$ cat src/rtl/codec_serial_intf.sv
// codec_serial_intf
// I2S-style serial interface between the equalizer datapath and an external
// audio codec. One free-running counter produces the codec clocks (MCLK, SCL,
// LRCLK) and paces both directions of the serial link. Received left/right
// samples are presented as parallel words with a one-cycle valid strobe.
// Parallel transmit words, or the words just received when loopback is set,
// are shifted out on SDin during the following frame.
//
// Ports
//   clk       system clock, all logic on the rising edge
//   RST       synchronous active-high reset
//   loopback  1: retransmit received words, 0: transmit lft_in/rht_in
//   lft_in    left transmit sample
//   rht_in    right transmit sample
//   lft_out   last complete received left sample
//   rht_out   last complete received right sample
//   valid     one-cycle strobe when lft_out/rht_out update
//   MCLK      codec master clock (counter bit MCLK_BIT)
//   SCL       codec bit clock (counter bit SCL_BIT)
//   LRCLK     codec word clock, 0 = left half, 1 = right half
//   RSTn      codec reset, active low
//   SDin      serial data towards the codec
//   SDout     serial data from the codec
module codec_serial_intf #(
  parameter int DATA_W   = 24,
  parameter int MCLK_BIT = 1,
  parameter int SCL_BIT  = 4
) (
  input  logic              clk,
  input  logic              RST,
  input  logic              loopback,
  input  logic [DATA_W-1:0] lft_in,
  input  logic [DATA_W-1:0] rht_in,
  output logic [DATA_W-1:0] lft_out,
  output logic [DATA_W-1:0] rht_out,
  output logic              valid,
  output logic              MCLK,
  output logic              SCL,
  output logic              LRCLK,
  output logic              RSTn,
  output logic              SDin,
  input  logic              SDout
);

  localparam int CntW = SCL_BIT + 7;

  // Position inside one SCL period: the last low-phase cycle (SCL about to
  // rise), the first high-phase cycle, and the last high-phase cycle (SCL
  // about to fall).
  localparam logic [SCL_BIT:0] CapPhase   = {1'b0, {SCL_BIT{1'b1}}};
  localparam logic [SCL_BIT:0] LoadPhase  = {1'b1, {SCL_BIT{1'b0}}};
  localparam logic [SCL_BIT:0] DrivePhase = {(SCL_BIT + 1){1'b1}};
  localparam logic [4:0]       LastSlot   = 5'(DATA_W);

  logic [CntW-1:0]   cnt_q, cnt_d;
  logic [DATA_W-1:0] lftShift_q, lftShift_d;
  logic [DATA_W-1:0] rhtShift_q, rhtShift_d;
  logic [DATA_W-1:0] txLft_q, txLft_d;
  logic [DATA_W-1:0] txRht_q, txRht_d;
  logic [DATA_W-1:0] lftOut_q, lftOut_d;
  logic [DATA_W-1:0] rhtOut_q, rhtOut_d;
  logic              valid_q, valid_d;
  logic              rstn_q, rstn_d;
  logic              sdin_q, sdin_d;

  logic [4:0]        curSlot, nxtSlot, bitIdx;
  logic              curHalf, nxtHalf;
  logic              captureEn, loadEn, sdBit;
  logic [DATA_W-1:0] txWord;

  // Next-state logic for the whole block, driven by the counter position.
  always_comb begin
    cnt_d   = cnt_q + CntW'(1);
    curSlot = cnt_q[SCL_BIT+5:SCL_BIT+1];
    curHalf = cnt_q[SCL_BIT+6];
    nxtSlot = cnt_d[SCL_BIT+5:SCL_BIT+1];
    nxtHalf = cnt_d[SCL_BIT+6];

    // Slot 0 is the I2S one-bit delay and slots past the LSB are padding.
    captureEn = (cnt_q[SCL_BIT:0] == CapPhase) && (curSlot != 5'd0) &&
                (curSlot <= LastSlot);
    // The cycle right after the right-channel LSB has been captured.
    loadEn    = curHalf && (curSlot == LastSlot) &&
                (cnt_q[SCL_BIT:0] == LoadPhase);

    lftShift_d = lftShift_q;
    rhtShift_d = rhtShift_q;
    if (captureEn) begin
      if (curHalf) begin
        rhtShift_d = (rhtShift_q << 1) | DATA_W'(SDout);
      end else begin
        lftShift_d = (lftShift_q << 1) | DATA_W'(SDout);
      end
    end

    // The codec is still held in reset during the first frame, so that frame
    // is not reported; the transmit side loads regardless.
    lftOut_d = lftOut_q;
    rhtOut_d = rhtOut_q;
    valid_d  = loadEn && rstn_q;
    if (loadEn && rstn_q) begin
      lftOut_d = lftShift_q;
      rhtOut_d = rhtShift_q;
    end

    txLft_d = txLft_q;
    txRht_d = txRht_q;
    if (loadEn) begin
      txLft_d = loopback ? lftShift_q : lft_in;
      txRht_d = loopback ? rhtShift_q : rht_in;
    end

    // SDin is registered one cycle early, so it is computed for the slot the
    // counter is about to enter. Loads only happen after the last data slot
    // of the right half, so a new word first appears in the next left half.
    txWord = nxtHalf ? txRht_q : txLft_q;
    bitIdx = LastSlot - nxtSlot;
    sdBit  = 1'b0;
    for (int i = 0; i < DATA_W; i++) begin
      if (bitIdx == 5'(i)) sdBit = txWord[i];
    end
    sdin_d = sdin_q;
    if (cnt_q[SCL_BIT:0] == DrivePhase) begin
      sdin_d = (nxtSlot != 5'd0) && (nxtSlot <= LastSlot) && sdBit;
    end

    // Codec reset releases on the first wrap and then stays released.
    rstn_d = rstn_q | (&cnt_q);
  end

  // State registers; RST overrides every other update.
  always_ff @(posedge clk) begin
    if (RST) begin
      cnt_q      <= '0;
      lftShift_q <= '0;
      rhtShift_q <= '0;
      txLft_q    <= '0;
      txRht_q    <= '0;
      lftOut_q   <= '0;
      rhtOut_q   <= '0;
      valid_q    <= 1'b0;
      rstn_q     <= 1'b0;
      sdin_q     <= 1'b0;
    end else begin
      cnt_q      <= cnt_d;
      lftShift_q <= lftShift_d;
      rhtShift_q <= rhtShift_d;
      txLft_q    <= txLft_d;
      txRht_q    <= txRht_d;
      lftOut_q   <= lftOut_d;
      rhtOut_q   <= rhtOut_d;
      valid_q    <= valid_d;
      rstn_q     <= rstn_d;
      sdin_q     <= sdin_d;
    end
  end

  assign MCLK    = cnt_q[MCLK_BIT];
  assign SCL     = cnt_q[SCL_BIT];
  assign LRCLK   = cnt_q[SCL_BIT+6];
  assign RSTn    = rstn_q;
  assign SDin    = sdin_q;
  assign valid   = valid_q;
  assign lft_out = lftOut_q;
  assign rht_out = rhtOut_q;

endmodule

$ cat config.mk
export PLATFORM = sky130hd
export DESIGN_NAME = codec_serial_intf
export DESIGN_NICKNAME = d
export VERILOG_FILES = /design/src/rtl/codec_serial_intf.sv
export SDC_FILE = /design/constraint.sdc
export NUM_CORES = 1
export LEC_CHECK = 0
export ABC_AREA = 1
export ABC_CLOCK_PERIOD_IN_PS = 4000
export CAP_MARGIN = 25
export CORE_ASPECT_RATIO = 0.7
export CORE_MARGIN = 2
export CORE_UTILIZATION = 40
export CTS_BUF_LIST = sky130_fd_sc_hd__clkbuf_2
export CTS_CLUSTER_DIAMETER = 50
export DETAILED_ROUTE_END_ITERATION = 8
export PLACE_DENSITY = 0.72
export SLEW_MARGIN = 40
export SYNTH_ARGS = -nofsm -noshare
export SYNTH_HDL_FRONTEND = slang
export SYNTH_SLANG_ARGS = --single-unit
$ cat constraint.sdc
create_clock -name clk -period 4 [get_ports clk]
set_clock_uncertainty 0.05 [all_clocks]
set_input_delay 0.8 -clock clk [delete_from_list [all_inputs] [get_ports clk]]
set_output_delay 0.8 -clock clk [all_outputs]
set_load 0.01 [all_outputs]
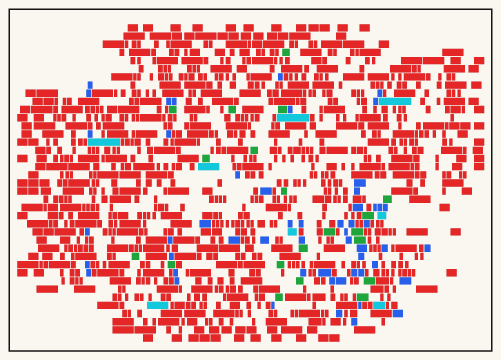
(drive-strength map)
Scale: 3 px per um.
Key: _0 and _1 cells = red [cells 957]; _6 and larger = cyan [cells 8]; _2 cells = blue [cells 53]; _3 and _4 cells = green [cells 20]

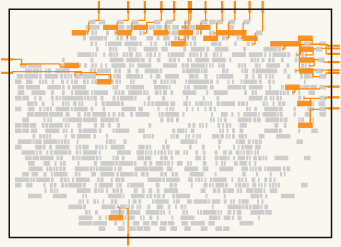
(I/O nets highlighted)
Scale: 2 px per um.
Key: rht_out = orange [bits 24, direction output, end cells 24, buffers 24, wire 475 um]

[worst max-delay path, delay by kind of cell, from the launching register on]
kind | cells | cell delay [ps]
AND/OR/NAND/NOR | 29 | 2300
flip-flops | 1 | 500
adder cells (fa/ha/maj) | 1 | 330
AND-OR/OR-AND | 1 | 120
[power by group through the flow]
| stage | logic (mW) | registers, mW | clock network [mW] |
|---|---|---|---|
| global route | 0.149 | 1.59 | 1.04 |
| finish | 0.136 | 1.58 | 0.940 |
| floorplan | 0.0554 | 1.61 | 0 |
| CTS | 0.136 | 1.59 | 0.966 |
| global placement | 0.136 | 1.61 | 0 |
| detailed placement | 0.135 | 1.61 | 0 |
==> run summary <==
The synthesis and PnR run went through. Data required time at the worst endpoint landed at between 4000 and 5000 ps. CTS clock-pin slew for the worst setup and hold paths landed at 230 ps. Global routing put the most usage on met1.

Measured against its own limit, the worst slew margin works out to about half. In the final report, the number of endpoints failing setup comes to 0. Measured on the final layout, buffering overhead outside the clock network stands at between 10 and 15%.

First-pass GRT wire length landed at 30.7 mm. Looking at the setup timing report, the critical path kind is reg2reg. Clock period minus worst slack landed at 3370 ps. In this run the critical register-to-register path is launched from cnt_q[0]$_SDFF_PP0_. The switching portion of total power comes to about a quarter. Hold path depth landed at 2. The flow ran to the end, and the final reports show no timing, DRC or antenna violations. Per the layout area report, the combinational fraction of cell area is between 30% and 40%.

Count of non-filler cells in the finished layout landed at approximately 1300. In the global route stage, met3 resource usage came out at 6.04%. The final layout reports a setup TNS of 0 ps. Number of warning messages in the logs landed at 28. Number of diodes landed at 0.

The most critical setup path has its endpoint at SDin$_SDFFE_PP0N_. The most used flip-flop cell after synthesis is dfxtp_1. The analysis reports a worst IR drop on VDD of ~160 uV. The leakage power in the latest report is between 3 and 4 nW. Instance count after placement with tap cells included landed at between 1000 and 1500. Synthesis instantiated 33 different standard cells from the library. In the layout the commonest cells are dfxtp_1, o21ai_0, nand2_1. In this run the clock root is driven by a clkbuf_2. Post-placement worst setup slack landed at 711 ps. Post-cts hold buffer count landed at 0. Once the clock tree was built, the resizer swapped 0 gates to a different size. Worst-path maximum fanout landed at 24. Number of well taps landed at roughly 230.

The synthesized netlist occupies a cell area of 6840 sq um. Number of non-clock buffers in the layout landed at 117. Core occupancy in the finished layout landed at about 50%. Critical path's largest stage delay landed at around 500 ps. Entering global routing, the biggest net connects a little under 100 pins.

The synthesis report lists the most area-consuming cells as dfxtp_1, o21ai_0, nand2_1. The placement summary gives the final routability congestion estimate as slightly above 0.9. The script logs the ratio of routed vias to standard cells as between 5 and 6. Met1 usage landed at 32.6%. Combinational share of power landed at under 10%. Mean routed wirelength per cell landed at ~15 um. Fraction of final layout cells with drive strength greater than 1 landed at just under 8%. The floorplan step defined a core boundary enclosing about 17000 sq um. Proportion of synthesized chip area in sequential cells landed at 46.2%. Final hold slack landed at approximately 410 ps. After clock tree synthesis, the setup repair step added 0 buffers. Gate count of the mapped netlist landed at 948.

Aggregate global-route resource usage landed at a little over a fifth. The worst setup path is captured at a flip-flop. STA classifies the critical path startpoint as a flip-flop.

H-tree depth landed at 4. Looking at the area split, the leading class of cells is flip-flops and latches. Summing internal, switching and leakage power gives between 2 and 3 mW. Number of storage elements in the synthesis netlist landed at approximately 160. The placed instances occupy a cell area of 8070 sq um.

Per the synthesis report, the simple-gate share of the synthesized area is between 20% and 30%. Flip-flop and latch share of the layout cell area landed at about 38%. 106 I/O pins were placed. Area growth from synthesis to final layout landed at 21.8%. There are approximately 160 flip-flops and latches. Horizontal extent of the die landed at between 150 and 200 um. Fraction of synthesis flops using an asynchronous set or reset pin landed at 0%. Post-route standard cell area excluding fillers landed at between 8000 and 9000 sq um.

Post-synth area from yosys stat landed at 6840 sq um. Fraction of the mapped netlist area in adder cells landed at less than 1%. Yosys warning tally landed at 0. Full die area landed at around 18000 sq um. The initial antenna violation count came to 0. Clock network contribution to total cell area landed at approximately 3%. DRC marker count from the first detailed-route iteration landed at 488. Area share of the leading cell type in the synthesized netlist landed at a little under half. The internal portion of the total power is 2.00 mW. Combinational gate area landed at 3120 sq um. The CTS report gives the tree buffer count as 17. The non-clock inverters instantiated in the layout total 90. The floorplan has 39 rows.

TritonCTS built the clock tree. Clock latency on the worst-skew pair landed at 710 ps. The layout report lists the combined flip-flop and latch area as 3160 sq um.

Peak clock frequency supported by timing landed at 297 MHz. In this run the vertical extent of the chip is between 100 and 150 um. Looking at the hold checks, the worst path lands on rht_out[8]$_SDFFE_PP0P_. Depth of the most critical reg-to-reg path landed at 31. Detailed placement HPWL landed at around 13 mm.

In the detailed route, the total length drawn on met2 is between 7 and 8 mm. Per STA, the library cell used most along the worst path is nand2_1. According to the cell report, the number of logic gates is ~640. Maximum buffer depth of the clock tree landed at 2.

Routed wire length landed at ~19 mm. The biggest area contributor in the post-synthesis netlist is dfxtp_1.
Power is estimated from default activity; no workload was simulated.
